$ cat src/rtl/full_adder_structural.sv
// full_adder_structural: WIDTH-bit ripple-carry adder assembled from 1-bit
// full-adder cells expressed purely as XOR/AND/OR gate equations. The
// combinational sum, carry and signed-overflow outputs are also registered
// on clk for consumers that want a pipelined copy.
`timescale 1ns/1ps

module full_adder_structural #(
   parameter int WIDTH = 1
) (
   input  logic             clk,
   input  logic             rst,
   input  logic [WIDTH-1:0] a,
   input  logic [WIDTH-1:0] b,
   input  logic             carry_in,
   output logic [WIDTH-1:0] sum,
   output logic             carry_out,
   output logic             overflow,
   output logic [WIDTH-1:0] sum_q,
   output logic             carry_out_q,
   output logic             overflow_q
);

   // c[i] is the carry into cell i; c[WIDTH] leaves the MSB cell.
   logic [WIDTH:0] c;

   assign c[0] = carry_in;

   // One full-adder cell per bit, rippling the carry upward.
   for (genvar i = 0; i < WIDTH; i++) begin : g_cell
      logic p;  // propagate: a ^ b
      logic g;  // generate:  a & b
      logic t;  // carry passed through when propagating

      assign p        = a[i] ^ b[i];
      assign g        = a[i] & b[i];
      assign t        = c[i] & p;
      assign sum[i]   = p ^ c[i];
      assign c[i+1]   = g | t;
   end

   assign carry_out = c[WIDTH];

   // Signed overflow: the carry into the sign bit disagrees with the carry
   // out of it. At WIDTH=1 the carry into the sign bit is carry_in itself.
   assign overflow  = c[WIDTH-1] ^ c[WIDTH];

   // Registered copy of the combinational results; reset is synchronous and
   // only touches these flops, never the combinational path above.
   always_ff @(posedge clk) begin
      if (rst) begin
         sum_q       <= '0;
         carry_out_q <= 1'b0;
         overflow_q  <= 1'b0;
      end else begin
         sum_q       <= sum;
         carry_out_q <= carry_out;
         overflow_q  <= overflow;
      end
   end

endmodule

$ cat config.mk
export PLATFORM = sky130hd
export DESIGN_NAME = full_adder_structural
export DESIGN_NICKNAME = d
export VERILOG_FILES = /design/src/rtl/full_adder_structural.sv
export SDC_FILE = /design/constraint.sdc
export NUM_CORES = 1
export LEC_CHECK = 0
export CORE_AREA = 2 2 39 41
export CTS_CLUSTER_SIZE = 14
export DETAILED_ROUTE_END_ITERATION = 12
export DIE_AREA = 0 0 41 43
export PLACE_DENSITY = 0.3
export SLEW_MARGIN = 5
export SYNTH_ARGS = -nofsm -noshare
export SYNTH_HDL_FRONTEND = slang
export SYNTH_SLANG_ARGS = --single-unit
$ cat constraint.sdc
create_clock -name clk -period 2.7 [get_ports clk]
set_input_delay 0.27 -clock clk [delete_from_list [all_inputs] [get_ports clk]]
set_output_delay 0.27 -clock clk [all_outputs]
set_load 0.03 [all_outputs]
==> CHANGELOG.md, run 1 <==
## Flow update

- Rows: 14
- Routed wire length on met3: 66 um
- Synth area leaders: dfxtp_1, fa_1, nor2b_1
- Fin nets: 29
- Count leader, synth: dfxtp_1
- Initial Util: 7.87%
- Int Power: 0.129 mW
- Flop share of the area: 23.5%
- Die area: 1760 um2
- Flop+latch power: just under 0.05 mW
- CTS sink cnt: 3
- Initial antenna violation count: 0
- Fin Hold WS: 0.628 ns
- Pwr top: clock
- Die Width: between 40 and 50 um
- CTS tree: built
- Power Total: 0.181 mW
- Final number of hold-violating endpoints: 0
- RSZ-0062 raised after global routing: false
- Pwr Density: around 710 nW/um2
- Die Height: 43 um
- GRT busiest layer: met3
- Top Registers: carry_out_q (1), overflow_q (1), sum_q (1)
- Flop count: 3
- Clock root cell: clkbuf_4
- Min-Delay Endpoint: sum_q
- Area-dominant class: buffers
- Synth warnings: 0
- Combinational share of cell area: 19.1%
- Main logic family: adder cells
- Fillers: approximately 160
- Total tool warning count: 29
- Metal-1 WL: 114 um
- Actual slew at the worst max-slew pin: 0.312 ns
- Outcome: finished clean
- Crit path depth: 4
- VDD IR-drop max: 0.140 mV
- Met2 WL: 106 um
- Psw: 0.0519 mW
- Most frequent logic cells in the routed design: clkdlybuf4s50_1, dfxtp_1, clkbuf_4
- Top layer in use: met4
- DP Worst Slack: around 0.34 ns
- Switch share: 28.7%
- Final GP Congestion: 0.570
- First-pass GRT wire length: 483 um
- ClkCell Share: 10.3%
- Sequential share of the synthesized area: a little under three fifths
- Top Family by Delay on Critical Path: buffers and inverters
- Number of remaining DRC errors: 0
- Slowest CP cell: clkdlybuf4s50_1
- Normalized max-slew margin: 79.1%
- Clock share of power: 43.1%
- Post-route antenna net violation count: 0
- Data buffer area share: 39.2%
- Achievable Freq: around 420 MHz
- Initial DRC count: 0
- Post-synth EDFFs: 0
- Setup TNS Final: 0 ns
- Combinational Power Share: around 30%
- Worst Hold Class: in2reg
- Cell Type Count: 5
- Setup repair bufs after CTS: 0
- Worst setup path class: in2out
- Yosys stat cell total: 8
- # Taps: 16
- Worst EP arrival: 2.09 ns
- Adders+Majority by Area: 18.4%
- Comb pwr: 0.0534 mW
- GR Overflow Total: 0
- Fraction of the mapped netlist area in simple logic gates: 18.4%
- Post-CTS Hold Fix Bufs: 0
- Area Overhead vs Synth: 134%
- Non-clock buffers: 10
- Top cell by count, worst path: clkdlybuf4s50_1
- Aoi share: 0%
- Fin util: 18.4%
- Met1 usage: 4.19%
- GR Util met2: around 5.3%
- First-pass DRT Iterations: 1
- Drt via density: 2.84
- Commonest cells post-synth: dfxtp_1, nor2b_1, and2b_1, fa_1, xor2_1
- Cell type with the largest total area: dfxtp_1
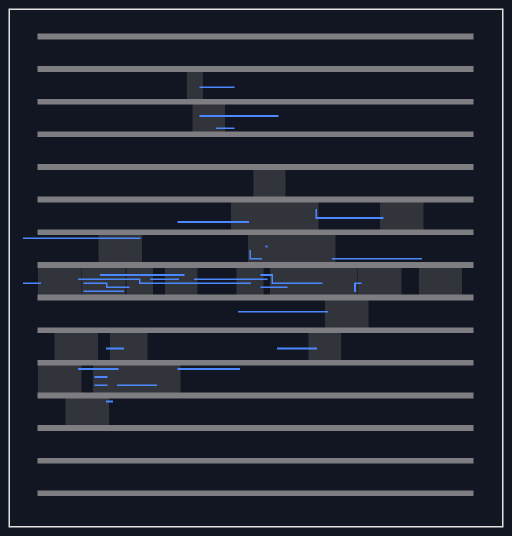
(run_1/met1.png)
Drawn at 12 px/um. Supply wires on this layer in gray.
nets with wire on the layer: 19
share of all routed wire: 39%
longest straight run: 9.70 um
main direction: horizontal
wire length on this layer: 115 um

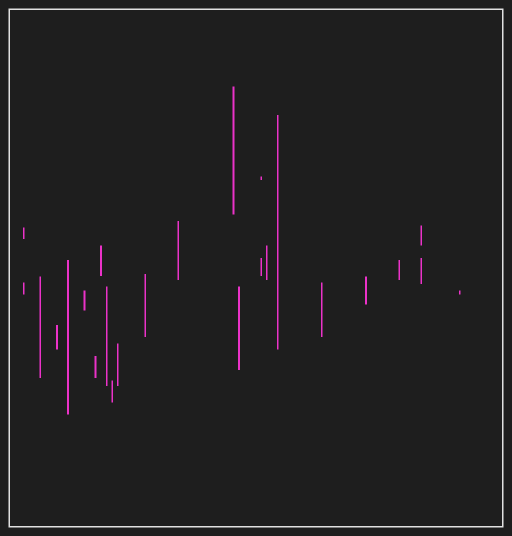
(run_1/met2.png)
Drawn at 12 px/um.
share of all routed wire: 36%
longest straight run: 19.4 um
main direction: vertical
wire length on this layer: 106 um
nets with wire on the layer: 23

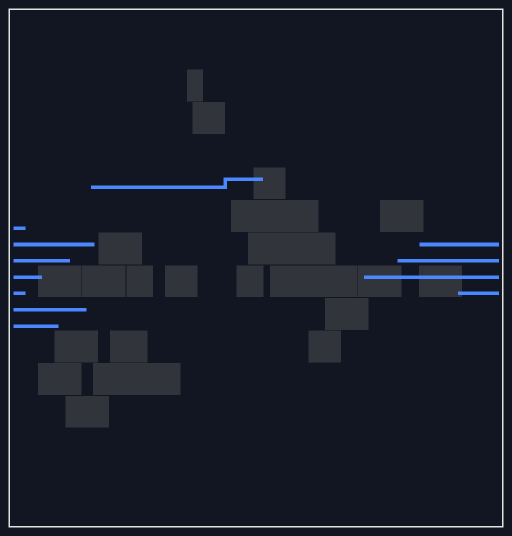
(run_1/met3.png)
Drawn at 12 px/um.
longest straight run: 11.0 um
main direction: horizontal
nets with wire on the layer: 11
wire length on this layer: 66.7 um
share of all routed wire: 23%
WL final: 292 um
global routing met3 resource utilization: 6.28%
total vias in the final route: 108

==> run_1/clock_map.png <==
Drawn at 6 px/um.
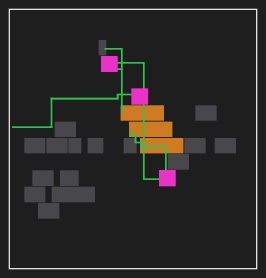

==> run 2: changes to the inputs <==
--- a/config.mk
+++ b/config.mk
@@ -5,10 +5,10 @@
 export SDC_FILE = /design/constraint.sdc
 export NUM_CORES = 1
 export LEC_CHECK = 0
-export CORE_AREA = 2 2 39 41
+export CORE_AREA = 8 8 45 47
 export CTS_CLUSTER_SIZE = 14
 export DETAILED_ROUTE_END_ITERATION = 12
-export DIE_AREA = 0 0 41 43
+export DIE_AREA = 0 0 53 55
 export PLACE_DENSITY = 0.3
 export SLEW_MARGIN = 5
 export SYNTH_ARGS = -nofsm -noshare
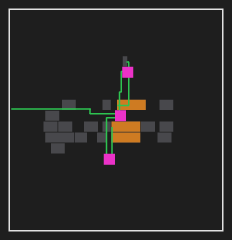
(run_2/clock_map.png)
Drawn at 4 px/um.
[orange] flip-flops | count: 3
[green] clock wires | length: 75.4 um
[magenta] cells driving clock nets | count: 3
routed clock nets: 4
Clk. pwr: 0.0763 mW
clock share of power: 42.4%

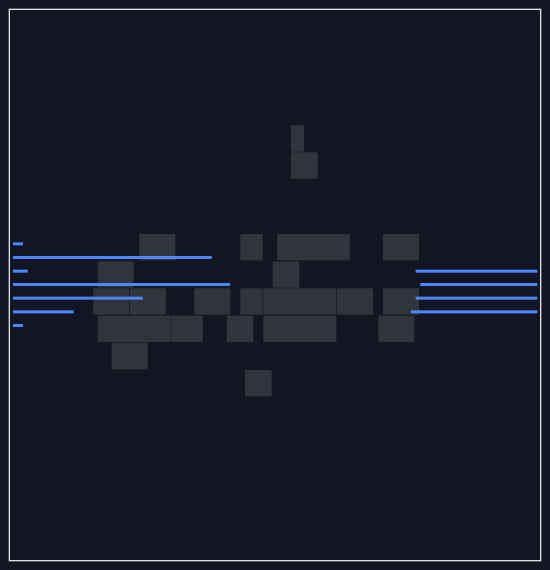
(run_2/met3.png)
Drawn at 10 px/um.
main direction: horizontal
wire length on this layer: 109 um
share of all routed wire: 33%
longest straight run: 21.4 um
nets with wire on the layer: 11
total vias in the final route: 99
WL final: 331 um
global routing met3 resource utilization: 5.35%

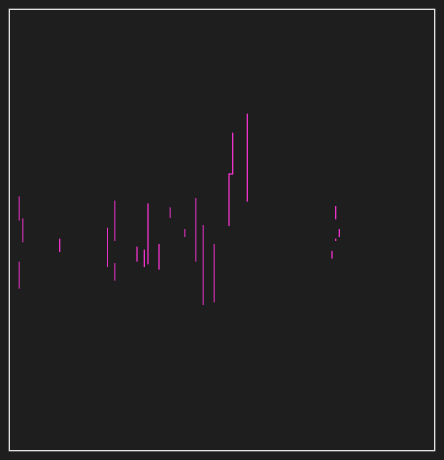
(run_2/met2.png)
Drawn at 8 px/um.
longest straight run: 10.9 um
main direction: vertical
nets with wire on the layer: 21
share of all routed wire: 27%
wire length on this layer: 89.7 um
GR Util met2: 1.95%

==> run 2 against run 1 <==
Net effect: non-clock buffer count did not move; synthesized cell count did not move; fmax barely moved; synthesized area did not move; routed wire length rose by 13%.
==> CHANGELOG.md, run 2 <==
## Flow update

- Outcome: finished clean
- ClkCell Share: 10.3% (unchanged)
- First-pass DRT Iterations: 2 (+1)
- Initial antenna violation count: 0 (unchanged)
- # Taps: 16 (unchanged)
- Post-synth EDFFs: 0 (unchanged)
- Data buffer area share: 39.2% (unchanged)
- Achievable Freq: 425 MHz (about the same)
- Most frequent logic cells in the routed design: clkdlybuf4s50_1, dfxtp_1, clkbuf_4
- Drt via density: 2.61 (-8.3%)
- Initial Util: 7.87% (unchanged)
- RSZ-0062 raised after global routing: false
- Setup repair bufs after CTS: 0 (unchanged)
- Top Registers: carry_out_q (1), overflow_q (1), sum_q (1)
- Sequential share of the synthesized area: 55.2% (unchanged)
- Synth area leaders: dfxtp_1, fa_1, nor2b_1
- Cell Type Count: 5 (unchanged)
- Clock root cell: clkbuf_4
- Normalized max-slew margin: 78.4% (-0.71 points)
- Min-Delay Endpoint: carry_out_q
- Cell type with the largest total area: dfxtp_1
- Met1 usage: 2.29% (-1.9 points)
- Pwr top: clock
- Psw: 0.0508 mW (-2.1%)
- VDD IR-drop max: 0.190 mV (+36%)
- Worst setup path class: in2out
- Yosys stat cell total: 8 (unchanged)
- Slowest CP cell: clkdlybuf4s50_1
- Fin util: 18.4% (unchanged)
- Total tool warning count: 29 (unchanged)
- Setup TNS Final: 0 ns (unchanged)
- Aoi share: 0% (unchanged)
- Power Total: 0.180 mW (-0.56%)
- Fin Hold WS: 0.630 ns (+0.00240 ns)
- Post-route antenna net violation count: 0 (unchanged)
- Switch share: 28.3% (-0.44 points)
- CTS sink cnt: 3 (unchanged)
- Adders+Majority by Area: 18.4% (unchanged)
- Crit path depth: 4 (unchanged)
- Met2 WL: 89 um (-16%)
- Initial DRC count: 1 (+1)
- Die Height: 55 um (+28%)
- CTS tree: built
- Comb pwr: 0.0541 mW (+1%)
- Count leader, synth: dfxtp_1
Power and IR drop assume default switching activity.
